==> run_1/final_clocks.png <==
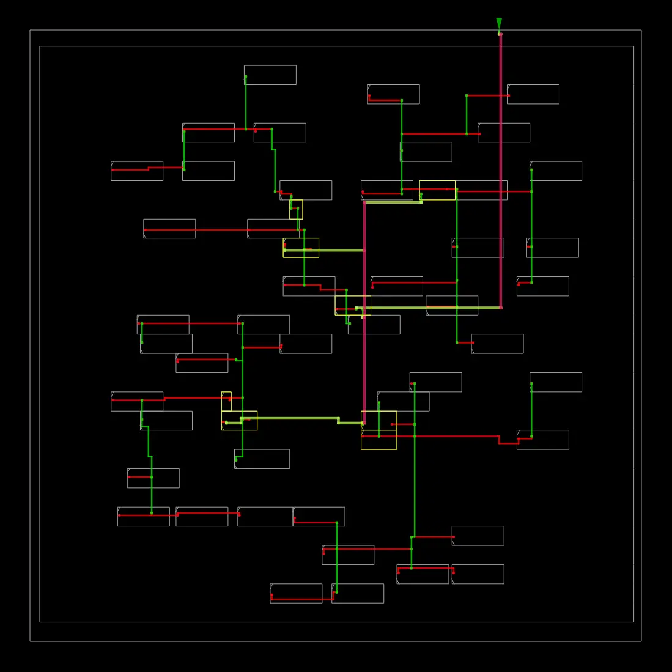
==> run_1/metal_stack.png <==
Drawn at 3 px/um.
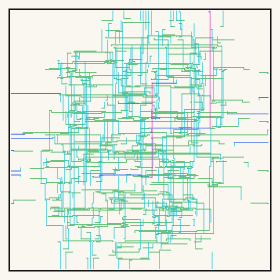
==> run_1/cell_classes.png <==
Drawn at 3 px/um.
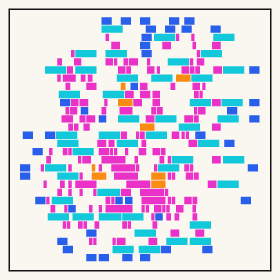
### src/rtl/shift_add_mul8_pkg.sv
// Shared definitions for the sequential shift-and-add multiplier:
// FSM encodings and iteration constants.
package shift_add_mul8_pkg;

    localparam int N_BITS = 8;
    localparam logic [3:0] CNT_LAST = 4'd7;

    typedef enum logic [1:0] {
        IDLE = 2'b00,
        RUN  = 2'b01,
        DONE = 2'b10
    } state_t;

endpackage

### src/rtl/shift_add_mul8_fad8.sv
// fad8: 8-bit ripple-carry adder built from a chain of full-adder cells.
// carry[0] is the carry-out of the MSB; carry[7:1] are tied to zero.
module fad8
    import shift_add_mul8_pkg::*;
(
    input  logic [N_BITS-1:0] a,
    input  logic [N_BITS-1:0] b,
    output logic [N_BITS-1:0] s,
    output logic [N_BITS-1:0] carry
);

    logic [N_BITS:0] c;

    assign c[0] = 1'b0;

    generate
        for (genvar gi = 0; gi < N_BITS; gi++) begin : g_fa
            assign s[gi]   = a[gi] ^ b[gi] ^ c[gi];
            assign c[gi+1] = (a[gi] & b[gi]) | (c[gi] & (a[gi] ^ b[gi]));
        end
    endgenerate

    assign carry = {{(N_BITS-1){1'b0}}, c[N_BITS]};

endmodule

### src/rtl/shift_add_mul8.sv
// Sequential 8x8 unsigned multiplier: one shift-and-add step per cycle
// through a single ripple adder, start/busy/done handshake, 16-bit product.
module shift_add_mul8
    import shift_add_mul8_pkg::*;
(
    input  logic        clk,
    input  logic        rst,
    input  logic        start,
    input  logic [7:0]  a,
    input  logic [7:0]  b,
    output logic        busy,
    output logic        done,
    output logic [15:0] product
);

    state_t      state_reg, state_next;
    logic [7:0]  m_reg, m_next;
    logic [15:0] p_reg, p_next;
    logic [3:0]  cnt_reg, cnt_next;
    logic [15:0] product_reg, product_next;

    logic [7:0]  add_s;
    logic [7:0]  add_carry;

    fad8 u_fad8 (
        .a     (p_reg[15:8]),
        .b     (m_reg),
        .s     (add_s),
        .carry (add_carry)
    );

    always_ff @(posedge clk) begin
        if (rst) begin
            state_reg   <= IDLE;
            m_reg       <= '0;
            p_reg       <= '0;
            cnt_reg     <= '0;
            product_reg <= '0;
        end else begin
            state_reg   <= state_next;
            m_reg       <= m_next;
            p_reg       <= p_next;
            cnt_reg     <= cnt_next;
            product_reg <= product_next;
        end
    end

    always_comb begin
        state_next   = state_reg;
        m_next       = m_reg;
        p_next       = p_reg;
        cnt_next     = cnt_reg;
        product_next = product_reg;

        case (state_reg)
            IDLE: begin
                if (start) begin
                    m_next     = a;
                    p_next     = {8'h00, b};
                    cnt_next   = '0;
                    state_next = RUN;
                end
            end
            RUN: begin
                // The adder carry becomes bit 15 so full-scale sums are never lost.
                if (p_reg[0])
                    p_next = {add_carry[0], add_s, p_reg[7:1]};
                else
                    p_next = {1'b0, p_reg[15:8], p_reg[7:1]};
                cnt_next = cnt_reg + 4'd1;
                if (cnt_reg == CNT_LAST) begin
                    state_next   = DONE;
                    product_next = p_next;
                end
            end
            DONE: begin
                state_next = IDLE;
            end
            default: begin
                state_next = IDLE;
            end
        endcase
    end

    assign busy    = (state_reg == RUN);
    assign done    = (state_reg == DONE);
    assign product = product_reg;

endmodule

### config.mk
export PLATFORM = sky130hd
export DESIGN_NAME = shift_add_mul8
export DESIGN_NICKNAME = d
export VERILOG_FILES = /design/src/rtl/shift_add_mul8_pkg.sv /design/src/rtl/shift_add_mul8_fad8.sv /design/src/rtl/shift_add_mul8.sv
export SDC_FILE = /design/constraint.sdc
export NUM_CORES = 1
export LEC_CHECK = 0
export ABC_CLOCK_PERIOD_IN_PS = 3400
export CAP_MARGIN = 20
export CELL_PAD_IN_SITES_DETAIL_PLACEMENT = 0
export CELL_PAD_IN_SITES_GLOBAL_PLACEMENT = 2
export CORE_UTILIZATION = 28
export DETAILED_ROUTE_END_ITERATION = 12
export PLACE_DENSITY = 0.82
export SETUP_SLACK_MARGIN = 0.4
export SLEW_MARGIN = 40
export SYNTH_ARGS = -nofsm -noshare
export SYNTH_HDL_FRONTEND = slang
export SYNTH_SLANG_ARGS = --single-unit
### constraint.sdc
create_clock -name clk -period 3.4 [get_ports clk]
set_input_delay 0.51 -clock clk [delete_from_list [all_inputs] [get_ports clk]]
set_output_delay 0.51 -clock clk [all_outputs]
set_load 0.01 [all_outputs]
==> impl_metrics.ini, run 1 <==
; generated from flow reports
[synth]
post_synth_inst_count = 220
ys_ff = 46
synth_async_sr_flop_share_pct = 0
syn_area_per_cell_um2 = 9.12
synthFlopType = dfxtp_1
synth.cell_area_um2 = 2010
yosys_area_um2 = 2010
synth_dominant_cell_count = dfxtp_1
ys_types = 40
synthesis.yosys.warnings = 0
syn-num-nets = 248
synth.top_cells.by_area = dfxtp_1 46%, fa_1 7.0%, nand2_1 6.7%

[drt]
total_vias_in_the_final_route = 1611
antenna_left = 0
first_pass_iters = 4
post_route_drc_violation_count = 0

[floorplanning]
chipWidth_um = 86.6
fp-utilization_pct = 29.2
io_pins = 37
floorplan.die.height_um = 86.6
die_area_um2 = 7510

[critical_path]
number_of_cells_on_the_worst_reg_to_reg_path = 13
critical_path_class = register to register
worstReg2RegEnd = p_reg[14]
critical_path_capture_point_type = register
r2r_setup_slack_ps = -150
rr_startpoint = m_reg[0]

[global_route]
grt_most_used_layer = met2
number_of_antenna_violations_at_the_first_check_in_global_routing = 0
global_route.usage.met3_pct = 3.14
met1_usage_grt_pct = 18.9

[placement]
post-place-ws_ps = -180
placed_cells = 344
detailedPlacementHpwl_mm = 3.13
last_weighted_congestion_value_of_the_routability_driven_placer = 0.720
portBuffers = 36

[hold_path]
min_from = m_reg[5]
min_delay_worst_type = register to register
worst_hold_path.num_cells = 2

[clock_network]
cts.clk_slew.worst_paths_ps = 80
hold_buffers = 0
tritoncts_num_sinks = 46
root_buffer_master = clkbuf_8
post_cts_resize_count = 0

[power]
power.share.sequential_pct = 55.0
share_clk_of_total_power_pct = 33.1
power.switching_mw = 0.276
internal_power_mw = 0.780
power_mw = 1.06
proportion_of_power_drawn_by_combinational_gates_pct = 11.9
power_density_nw_per_um2 = 407

[final_timing]
setup-violations-final = 2
timing_max_transition_violations_final = 0
fmaxAchievable_mhz = 282
period_utilization_post_route_pct = 104
holdWs_ps = 458
fin_skew_ps = 5.82
worst_slack_ps = -148
final-hold-violation-count = 0
transition_time_at_the_pin_with_the_least_slew_margin_ps = 760

[run]
warning_count = 29

[cells_and_area]
post_route_cells_drive_above_1_share_pct = 12.5
antenna_cells = 0

[outcome]
failed_checks = negative setup slack
run_status = finished with violations
-- final_clocks.png (at the start) --
power of the clock network: 0.349 mW
flip-flops: 46
clock buffer instance count of the final layout: 7

-- metal_stack.png (at the start) --
legend:
  met1:
    colour: green
    wire_length: 2,450 um
  met4:
    colour: magenta
    wire_length: 70.0 um
  met2:
    colour: cyan
    wire_length: 2,010 um
  met3:
    colour: blue
    wire_length: 135 um
total wirelength of the detailed-routed design: 4.66 mm
Overall Global Routing Usage: 13.4%

-- cell_classes.png (at the start) --
legend:
  flip-flops:
    colour: cyan
    cells: 46
    share_of_their_area: 37%
  all other logic:
    colour: magenta
    cells: 160
    share_of_their_area: 42%
  other buffers and delay cells:
    colour: blue
    cells: 43
    share_of_their_area: 17%
  clock drivers and dummy loads:
    colour: orange
    cells: 8
    share_of_their_area: 3.7%
utilization of the core after routing: 37.7%
std cell rows: 30

==> run 1: critical path, cell delays in order, from the launching register on <==
cell	delay, ps
dfxtp_2	360
ha_4	130
inv_2	30
fa_2	330
fa_2	340
fa_2	340
fa_2	340
fa_2	340
fa_2	340
inv_2	60
fa_1	400
mux2i_1	190
o22ai_1	90
nor2b_1	140
==> run 1: worst max-delay path by stage <==
stage,endpoint,slack (ps),from,cells past startpoint
finish,p_reg[14],-150,m_reg[0],13
detailed placement,p_reg[14],-180,m_reg[0],13
global route,p_reg[14],-280,m_reg[0],13
floorplan,p_reg[14],-80,m_reg[0],13
global placement,p_reg[14],-140,m_reg[0],13
CTS,p_reg[14],-160,m_reg[0],13
==> run 1: cell usage in the layout, fill, tap and decap left out, types with 2 or more instances in the layout <==
| cell type | Yosys | final |
|---|---|---|
| a21oi_1 | 26 | 26 |
| o2bb2ai_1 | 8 | 8 |
| nand3b_1 | 2 | 2 |
| o21ai_0 | 7 | 6 |
| nand2_1 | 36 | 36 |
| mux2i_1 | 2 | 2 |
| nand4_1 | 2 | 2 |
| fa_2 | 0 | 6 |
| dfxtp_2 | 0 | 2 |
| a22o_1 | 7 | 7 |
| a211oi_1 | 8 | 8 |
| o211ai_1 | 6 | 6 |
| dfxtp_1 | 46 | 44 |
| clkdlybuf4s50_1 | 0 | 36 |
| buf_4 | 1 | 7 |
| clkbuf_8 | 0 | 6 |
| inv_1 | 15 | 13 |
| nor2_1 | 11 | 11 |
| inv_2 | 0 | 2 |
==> run 1: cells by family (layout without fill, tap and decap cells) <==
kind of cell | count (synthesis) | count (layout) | share of synthesized area, %
DFF | 46 | 46 | 45.9
and+or+nand+nor | 62 | 62 | 14.3
muxes | 3 | 3 | 1.56
buffers and inverters | 30 | 67 | 6.61
AOI/OAI and AO/OA | 70 | 70 | 23.4
adders and majority gates | 9 | 9 | 8.23
==> run 1: per-layer routing <==
layer | vias to the layer above | routed length [um]
met2 | 24 | 2010
met3 | 6 | 134
met5 | - | 0
li1 | 829 | -
met4 | 0 | 70
met1 | 752 | 2450
==> run 1: repair_timing <==
item                       4_1_cts  5_1_grt
buffers inserted                 0        1
setup endpoints to repair        6        6
pin swaps                        2        0
==> run 1: power groups by stage <==
stage	sequential (mW)	combinational (mW)	clock, mW
floorplan	0.583	0.0840	0
global placement	0.593	0.127	0
detailed placement	0.593	0.127	0
CTS	0.580	0.127	0.359
global route	0.584	0.144	0.386
finish	0.580	0.126	0.349
==> run 1: cell type report <==
type	instances	area (um2)
Tap cell	96	120
Sequential cell	46	923
Multi-Input combinational cell	144	980
Clock buffer	7	86.3
Timing Repair Buffer	43	413
Fill cell	702	4280
Clock inverter	1	5.00
Inverter	16	65.1
==> run 1: stage by stage <==
stage	setup TNS [ps]	util, %	instance area, um2
3_5_place_dp	-212	36.3	2490
6_report	-161	37.7	2590
2_1_floorplan	-82.5	-	2040
4_1_cts	-182	37.6	2580
5_1_grt	-418	37.7	2590
3_3_place_gp	-140	36.3	2490
==> run_1/density.png <==
Drawn at 4 px/um. 9 x 9 tiles, from black (low) to pale yellow (high), 0 to 100% covered.
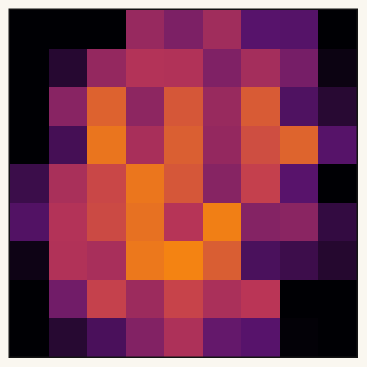

==> run 2: changes to the inputs <==
- ABC_AREA: default -> 1
- PLACE_DENSITY: 0.82 -> 0.83
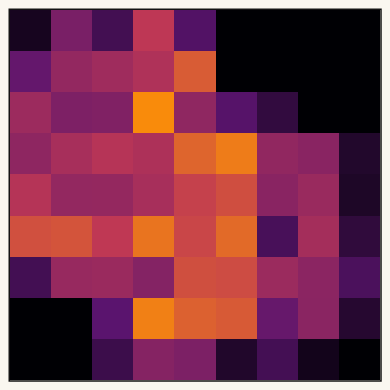
(run_2/density.png)
Drawn at 4 px/um. 9 x 9 tiles, from black (low) to pale yellow (high), 0 to 100% covered.
densest ninth of the die: centre
mean over tiles: 32%
fullest tile: 75%
emptiest ninth of the die: upper right
Floorplan Core Area: 7850 um2
Initial Util: 29.3%
utilization of the core after routing: 36.1%

==> impl_metrics.ini, run 2 <==
; generated from flow reports
[synth]
syn_area_per_cell_um2 = 8.26
post-synth-top-area-fraction_pct = 40.1
ys_cells = 278
yosys.stat.seqShare_pct = 40.1
synthFlopType = dfxtp_1
post_synth_most_frequent_cells = 76 x nand2_1, 46 x dfxtp_1, 30 x inv_1, 24 x nor2_1, 14 x a21oi_1
synth_async_sr_flop_share_pct = 0
synth_dominant_cell_count = nand2_1
post_synth_inst_count = 278
ys_types = 26
ys_ff = 46
synth.top_cells.by_area = dfxtp_1 40%, nand2_1 12%, fa_1 6.1%
edf_count = 0
yosys_area_um2 = 2300
synth.cell_area_um2 = 2300
syn-num-nets = 306
synthesis.yosys.warnings = 0
synth_area_leader_cell = dfxtp_1

[final_timing]
timing.slew.headroom_pct = 52.2
period_utilization_post_route_pct = 101
rsz0062_at_grt = yes
final_period_minus_worst_setup_slack_ps = 3420
fmaxAchievable_mhz = 292
worst_slack_ps = -20.2
timing_max_transition_violations_final = 0
transition_time_at_the_pin_with_the_least_slew_margin_ps = 715
fin_setup_tns_ps = -20.2
fin_skew_ps = 13.1
setup-violations-final = 1
final-hold-violation-count = 0

[global_route]
grt_pass1_wl_mm = 8.19
grt_usage_pct = 12.3
grt_start_max_net_pins = 27
number_of_antenna_violations_at_the_first_check_in_global_routing = 0
via_count_of_the_first_global_routing_pass = 1678
globalRouteOverflowTotal = 0

[drt]
detail_route.iter0.violations = 68
first_pass_iters = 4
drt-vias-per-instance = 4.32
antenna_left = 0
total_vias_in_the_final_route = 1794
avgRoutedWirePerCell_um = 11.5
post_route_drc_violation_count = 0
detail_route.wirelength_mm = 4.76

[clock_network]
tritoncts.num_buffers = 5
tritoncts_num_sinks = 46
cts.path.max_buffers = 2
post-cts-setup-buffer-count = 0
root_buffer_master = clkbuf_8
cts_tree = done
cts.clk_slew.worst_paths_ps = 100
htree_levels = 2

[power]
sw_frac_of_total_pct = 27.7
internal_power_mw = 0.776
p_leak_nw = 1.03
power.switching_mw = 0.297
worst_ir_drop_vdd_mv = 0.182
share_clk_of_total_power_pct = 34.3
power.share.sequential_pct = 53.1
proportion_of_power_drawn_by_combinational_gates_pct = 12.6
power_density_nw_per_um2 = 378

[critical_path]
r2r_setup_slack_ps = -20
cp_common_cell = fa_2
path_delay_family = adder cells
critical_path_capture_point_type = register
critical_path.max_stage_delay_ps = 390
timing.critical_path.arrival_ps = 3600
critical_path.startpoint_type = register
critical_path.n_buffers_inverters = 2
critical_path_class = register to register
crit_chain = ha_4, inv_2, fa_2, fa_2, fa_2, fa_2, fa_2, fa_2, inv_2, fa_1, nand2_1, nand2_2, nand2_2, a21oi_2
cpMaxStageDelayCell = fa_1
required_ps = 3580

[outcome]
run_status = finished with violations
failed_checks = negative setup slack

[floorplanning]
die_area_um2 = 8570
chipWidth_um = 92.6
floorplan.die.height_um = 92.6
rows = 32
io_pins = 37

[run]
maxCapViolCount = 0
warning_count = 29

[hold_path]
min_delay_worst_type = register to register

[placement]
post-place-ws_ps = -30.2
last_weighted_congestion_value_of_the_routability_driven_placer = 0.729
detailedPlacementHpwl_mm = 3.31
portBuffers = 36

[cells_and_area]
post_route_cells_drive_above_1_share_pct = 21.7
layout.nets = 340
antenna_cells = 0
most-common-layout-cells = 73 x nand2_1, 44 x dfxtp_1, 36 x clkdlybuf4s50_1
mostFrequentLayoutCell = nand2_1
areaGrowthSynthToFinish_pct = 23.5
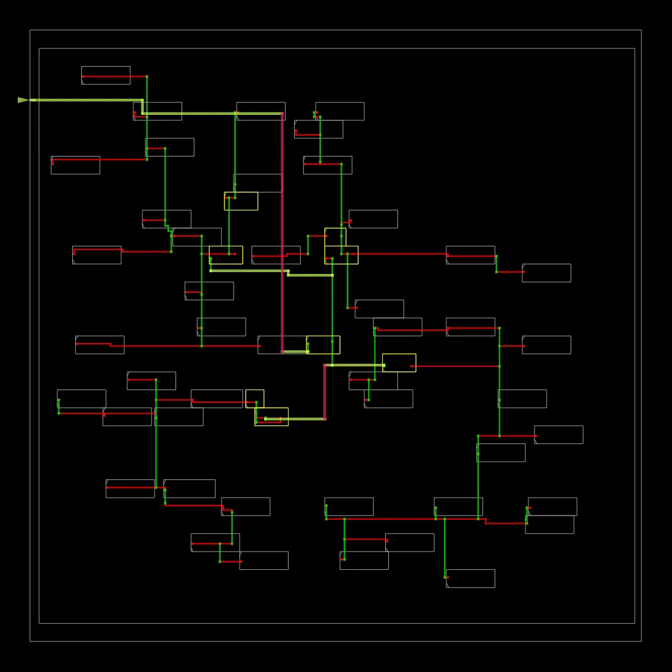
(run_2/final_clocks.png)
clock buffer instance count of the final layout: 6
power of the clock network: 0.368 mW
clock latency of the later-clocked register in the worst-skew pair: 300 ps

[run 2: cell types whose count changed after synthesis, moves of 9 or more]
cell	change
nor2_1	+13
o21ai_1	+9
a21oi_1	-12
a21oi_2	+11
nand2_1	+40
inv_1	+15
[run 2: routing by layer]
| metal | global-route usage (%) | wire (um) | up-vias | part of all wire, % |
|---|---|---|---|---|
| met4 | 3.52 | 44 | 0 | 0.92 |
| met5 | 0 | 0 | - | 0 |
| met2 | 18.8 | 2020 | 34 | 42 |
| met3 | 3.53 | 221 | 4 | 4.6 |
| met1 | 16.6 | 2470 | 814 | 52 |
| li1 | - | - | 942 | - |
[run 2: final timing paths]
path              start           to  depth (start not counted)
max            m_reg[0]  product[14]                         14
min          product[9]   product[9]                          2
max reg2reg    m_reg[0]  product[14]                         14
min reg2reg  product[9]   product[9]                          2
[run 2: metrics by stage]
stage / cell area, um2 / total power, mW / hold WS (ps) / std cells
after floorplan: 2330 / 0.682 / 457 / 278
after global placement: 2730 / 0.718 / 457 / 407
after detailed placement: 2730 / 0.719 / 459 / 407
after CTS: 2820 / 1.09 / 474 / 415
after global routing: 2840 / 1.13 / 495 / 415
final: 2840 / 1.07 / 468 / 415
[run 2: power groups by stage]
stage               combinational, mW  clock [mW]  sequential (mW)
finish                          0.135       0.368            0.570
global route                    0.155       0.402            0.572
CTS                             0.137       0.382            0.570
detailed placement              0.136           0            0.582
global placement                0.136           0            0.582
floorplan                       0.102           0            0.580
[run 2: tightest hold or removal path, stage by stage (launching register included)]
cell,delay [ps]
dfxtp_1,320
nand2_1,60
a21oi_1,50
[run 2: layout make-up]
class	instances	area, um2
flip-flops and latches	46	923
clock buffers	6	82.6
well taps	102	128
inverters	32	128
repair buffers	38	375
fillers	850	5010
clock inverters	2	16.3
multi-input cells	189	1180
[run 2: kinds of logic after synthesis]
logic type               share of synthesized area [%]
buffers and inverters                             10.2
adder cells (fa/ha/maj)                           7.19
AND-OR/OR-AND                                     15.6
flip-flops                                        40.1
AND/OR/NAND/NOR                                   26.9
[run 2: timing repair]
item / 4_1_cts / 5_1_grt
gates resized: 0 / 4
hold buffers: 0 / 0
pin swaps: 1 / 1
setup endpoints to repair: 6 / 6
No activity file was given, so power comes from the tool's default toggle rates.
